## config.mk

```make
export PLATFORM = sky130hd
export DESIGN_NAME = word_pair_packer
export DESIGN_NICKNAME = d
export VERILOG_FILES = /design/src/rtl/word_pair_pkg.sv /design/src/rtl/word_pair_packer.sv
export SDC_FILE = /design/constraint.sdc
export NUM_CORES = 1
export LEC_CHECK = 0
export ABC_CLOCK_PERIOD_IN_PS = 2930
export CORE_UTILIZATION = 48
export CTS_CLUSTER_SIZE = 40
export DETAILED_ROUTE_END_ITERATION = 8
export PLACE_DENSITY = 0.82
export SLEW_MARGIN = 20
export SYNTH_ARGS = -nofsm -noshare
export SYNTH_HDL_FRONTEND = slang
export SYNTH_SLANG_ARGS = --single-unit
```

## constraint.sdc

```tcl
create_clock -name clk -period 2.93 [get_ports clk]
set_input_delay 0.586 -clock clk [delete_from_list [all_inputs] [get_ports clk]]
set_output_delay 0.586 -clock clk [all_outputs]
set_load 0.02 [all_outputs]
```

## src/rtl/word_pair_pkg.sv

```systemverilog
// Shared types and constants for the word-pair packer.
package word_pair_pkg;

  localparam int unsigned PAIR_LANES = 2;

  typedef enum logic [1:0] {EMPTY, HALF, FULL} pack_state_t;

  localparam logic [1:0] KEEP_ONE  = 2'b01;
  localparam logic [1:0] KEEP_BOTH = 2'b11;

endpackage

```

## src/rtl/word_pair_packer.sv

```systemverilog
// Packs a valid/ready stream of single words into two-lane pairs; lane 0 is
// the earlier word, odd burst tails are emitted as a single zero-padded lane.
module word_pair_packer
  import word_pair_pkg::*;
#(
  parameter int unsigned DW    = 32,
  parameter int unsigned CNT_W = 16
) (
  input  logic             clk,
  input  logic             rst_n,
  input  logic             in_valid,
  output logic             in_ready,
  input  logic [DW-1:0]    in_data,
  input  logic             in_last,
  output logic             out_valid,
  input  logic             out_ready,
  output logic [DW-1:0]    out_data [PAIR_LANES],
  output logic [1:0]       out_keep,
  output logic             out_last,
  output logic [CNT_W-1:0] pair_cnt
);

  pack_state_t state;
  logic        acc;
  logic        pop;

  // No skid buffer: a full pair only makes room when it leaves this cycle.
  assign in_ready = (state != FULL) | out_ready;
  assign acc      = in_valid & in_ready;
  assign pop      = out_valid & out_ready;

  always_ff @(posedge clk or negedge rst_n) begin
    if (!rst_n) begin
      state       <= EMPTY;
      out_valid   <= 1'b0;
      out_keep    <= '0;
      out_last    <= 1'b0;
      out_data[0] <= '0;
      out_data[1] <= '0;
    end else begin
      if (pop) begin
        state     <= EMPTY;
        out_valid <= 1'b0;
        out_keep  <= '0;
        out_last  <= 1'b0;
      end
      // Accept overrides the pop defaults above; acc in FULL implies pop, so
      // FULL+acc is handled exactly like EMPTY+acc.
      if (acc) begin
        if (state == HALF) begin
          out_data[1] <= in_data;
          out_keep    <= KEEP_BOTH;
          out_last    <= in_last;
          out_valid   <= 1'b1;
          state       <= FULL;
        end else begin
          out_data[0] <= in_data;
          if (in_last) begin
            out_data[1] <= '0;
            out_keep    <= KEEP_ONE;
            out_last    <= 1'b1;
            out_valid   <= 1'b1;
            state       <= FULL;
          end else begin
            state <= HALF;
          end
        end
      end
    end
  end

  always_ff @(posedge clk or negedge rst_n) begin
    if (!rst_n) begin
      pair_cnt <= '0;
    end else if (pop && (pair_cnt != '1)) begin
      pair_cnt <= pair_cnt + 1'b1;
    end
  end

  a_keep_idle : assert property (@(posedge clk) disable iff (!rst_n)
    !out_valid |-> (out_keep == 2'b00));
  a_keep_valid : assert property (@(posedge clk) disable iff (!rst_n)
    out_valid |-> ((out_keep == KEEP_ONE) || (out_keep == KEEP_BOTH)));
  a_single_last : assert property (@(posedge clk) disable iff (!rst_n)
    (out_keep == KEEP_ONE) |-> out_last);

endmodule

```

**Routing congestion**

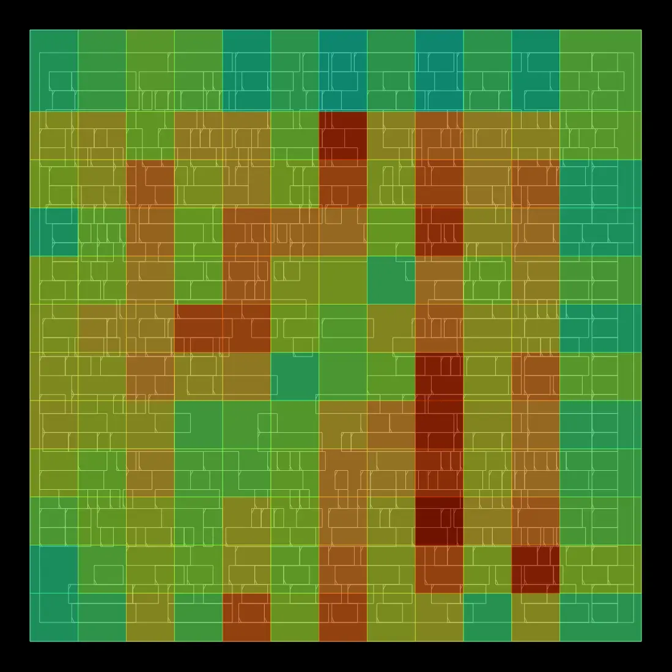
GRT met2 Usage: 37.9%
M3 GR Usage: 6.41%
GRT Util Overall: 23.0%
fin util: 72.8%

**Placement density heat map**

The die is cut into 9 by 9 equal tiles; white is low, dark blue is high, 0 to 100% covered.
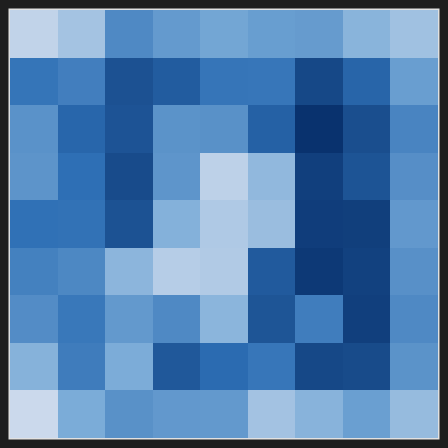
emptiest ninth of the die: middle
mean over tiles: 64%
densest ninth of the die: right middle

**Cell classes on the final placement**

The bar under the picture is 20 µm long. Fill, decap, tap and diode cells in gray.
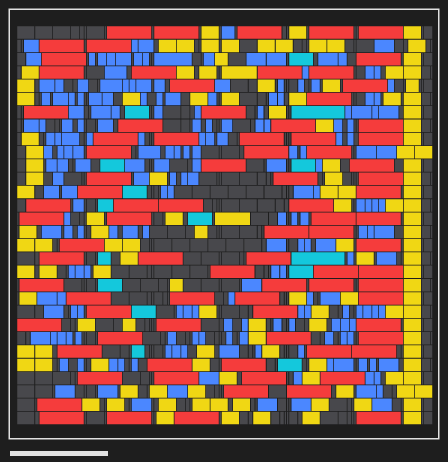
| color | class | cells |
|---|---|---|
| red | sequential cells | 86 |
| yellow | remaining buffers and delay cells | 127 |
| cyan | clock drivers and dummy loads | 15 |
| blue | combinational and other logic | 210 |

**Met4 routing**

The bar under the picture is 20 µm long. Supply wires on this layer in gray. Cells faint in the background.
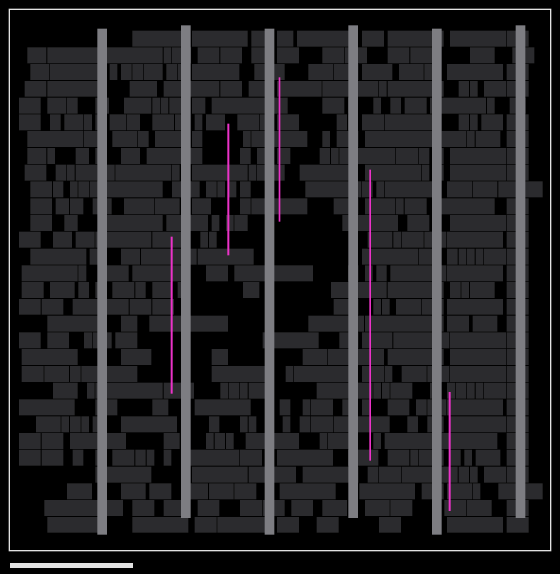
share of all routed wire: 1.6%
main direction: vertical
wire length on this layer: 135 µm
nets with wire on the layer: 4
longest straight run: 46.9 µm

==> flow_metrics.env <==
# implementation run metrics
export IMPL_async_reset_ff_share_pct=100
export IMPL_drive_gt1_share_pct=13.7
export IMPL_timing_rr_end="pair_cnt[14]$_DFFE_PN0P_"
export IMPL_post_route_period_util_pct=87.4
export IMPL_drc_errors=0
export IMPL_grt_pass1_wl_um=13400
export IMPL_overflow=0
export IMPL_period_needed_ns=2.56
export IMPL_cts_hold_buf=0
export IMPL_end_kind="output pin"
export IMPL_wl_per_cell_um=15.4
export IMPL_worst_ep_required_time_ns=2.34
export IMPL_die_area_um2=7670
export IMPL_warnings=26
export IMPL_dr_first_iter_drc_count=97
export IMPL_finalHoldViolCount=0
export IMPL_setup_viol=0
export IMPL_hold_path_class="input port to async pin"
export IMPL_hpwl_um=5760
export IMPL_postCtsResizedCells=0
export IMPL_rows=30
export IMPL_largest_area_cell="dfrtp_1"
export IMPL_grt_max_degree=49
export IMPL_grt_pass1_vias=2699
export IMPL_tightest_slew_ns=0.517
export IMPL_clock_skew_ns=0.0169
export IMPL_r2r_slack_ns=1.15
export IMPL_synth_top_cell_by_count="dfrtp_1"
export IMPL_cts_buffers=9
export IMPL_leakage_nw=2.16
export IMPL_num_io_pins=122
export IMPL_path_max_fanout=3
export IMPL_cp_start_kind="input port"
export IMPL_firstDrtPassIters=4
export IMPL_dpl_instance_area_um2=4840
export IMPL_rsz0062_at_grt="no"
export IMPL_syn_num_nets=349
export IMPL_fp_util_pct=50.6
export IMPL_regToRegStartpoint="pair_cnt[0]$_DFFE_PN0P_"
export IMPL_ir_drop_v=0.000392
export IMPL_synth_seq_share_pct=61.2
export IMPL_slew_headroom_pct=65.2
export IMPL_viasPerCell=5.24
export IMPL_status="finished, final reports clean"
export IMPL_antenna_found_initial=0
export IMPL_p_per_area_nw_per_um2=774
export IMPL_syn_instance_count=311
export IMPL_final_area_um2=5060
export IMPL_io_buffers=121
export IMPL_routed_wl_um=8230
export IMPL_ff_type="dfrtp_1"
export IMPL_cts_tree="done"
export IMPL_top_cells_by_count="dfrtp_1 (86), nand2_1 (74), mux2_2 (33)"
export IMPL_antenna_diode_count=0
export IMPL_rr_worst_depth=5
export IMPL_clockBufferDepth=2
export IMPL_h_tree_depth=3
export IMPL_critical_path_class="input port to output pin"
export IMPL_setup_tns_ns=0
export IMPL_postSynthAreaPerCell_um2=11.3
export IMPL_slew_violations=0
export IMPL_ys_top_cells_by_area="dfrtp_1 (61%), mux2_2 (11%), nand2_1 (7.9%)"
export IMPL_gp_congestion=0.821
export IMPL_synth_cell_type_count=34
export IMPL_fp_coreArea_um2=6940
## worst max-delay path by stage
stage,to,startpoint,slack [ns]
floorplan,out_data[34]$_DFFE_PN0P_,out_ready,0.99
global placement,in_ready,out_ready,0.39
detailed placement,in_ready,out_ready,0.37
CTS,in_ready,out_ready,0.37
global route,in_ready,out_ready,0.34
finish,in_ready,out_ready,0.37
## cells in the final DEF, fill, tap and decap left out
master and count:
and3_1 3, nor2_1 13, xnor2_1 4, nand4_4 1, mux2i_1 1, mux2_2 33, nand3_1 5, nand2_1 74
clkinv_4 1, and4bb_2 1, or3_4 1, clkinvlp_4 2, o21ai_0 9, inv_1 2, bufinv_16 2, nand2b_1 1
buf_4 5, nor2b_1 1, nand3b_1 1, a31o_2 1, clkbuf_8 10, nor4_1 1, nand4_1 6, o21ai_1 28
dfrtp_1 86, nor4_2 1, nor3_1 4, xor2_1 9, and4_1 2, ha_1 1, a21oi_1 3, nand4b_1 1
and2_1 1, or3b_1 1, buf_12 2, clkdlybuf4s50_1 120, nor3b_1 1
## cells by family (layout without fill, tap and decap cells)
family                     count (synthesis)  in the layout  share of synthesized area [%]
AOI/OAI and AO/OA                         41             41                           5.94
and+or+nand+nor                          119            119                           15.9
xor gates and xnor gates                  13             13                           3.24
muxes                                     34             34                           10.9
adders and majority gates                  1              1                          0.356
buffers and inverters                     17            144                           2.46
DFF                                       86             86                           61.2
## through the flow
stage / total power [W] / setup WS, ns / instances / hold slack [ns]
3_3_place_gp: 0.00299 / 0.387 / 519 / 0.464
4_1_cts: 0.00395 / 0.369 / 534 / 0.210
3_5_place_dp: 0.00304 / 0.371 / 519 / 0.472
2_1_floorplan: 0.00231 / 0.992 / 311 / 0.290
6_report: 0.00391 / 0.368 / 534 / 0.186
5_1_grt: 0.00411 / 0.335 / 534 / 0.225
## where the power goes
part           internal, W  switching (W)  total [W]
Combinational     0.000688       0.000690    0.00138
Clock             0.000500       0.000408   0.000908
Sequential         0.00145       0.000175    0.00163
Total              0.00264        0.00127    0.00391
## per-layer routing
| layer | global-route usage, % | wire, µm |
|---|---|---|
| met1 | 28.9 | 3550 |
| met2 | 37.9 | 3940 |
| met3 | 6.41 | 602 |
| met4 | 9.09 | 135 |
| met5 | 0 | 0 |
## worst max-delay path, stage by stage
cell and delay (ns):
clkdlybuf4s50_1 0.41, or3b_1 0.42, clkdlybuf4s50_1 0.56
## sequential cells by signal, indices dropped and copies added, names as in the netlist
signal and cells:
out_last 1, out_keep 2, out_data 64, pair_cnt 16, out_valid 1, state 2
## area by class of cell
cell class                      count  area, µm²
Timing Repair Buffer              127       1280
Inverter                            2       7.51
Multi-Input combinational cell    208       1280
Clock buffer                       10        138
Sequential cell                    86       2150
Fill cell                         495       1890
Tap cell                           96        120
Clock inverter                      5       83.8
No activity file was given, so power comes from the tool's default toggle rates.
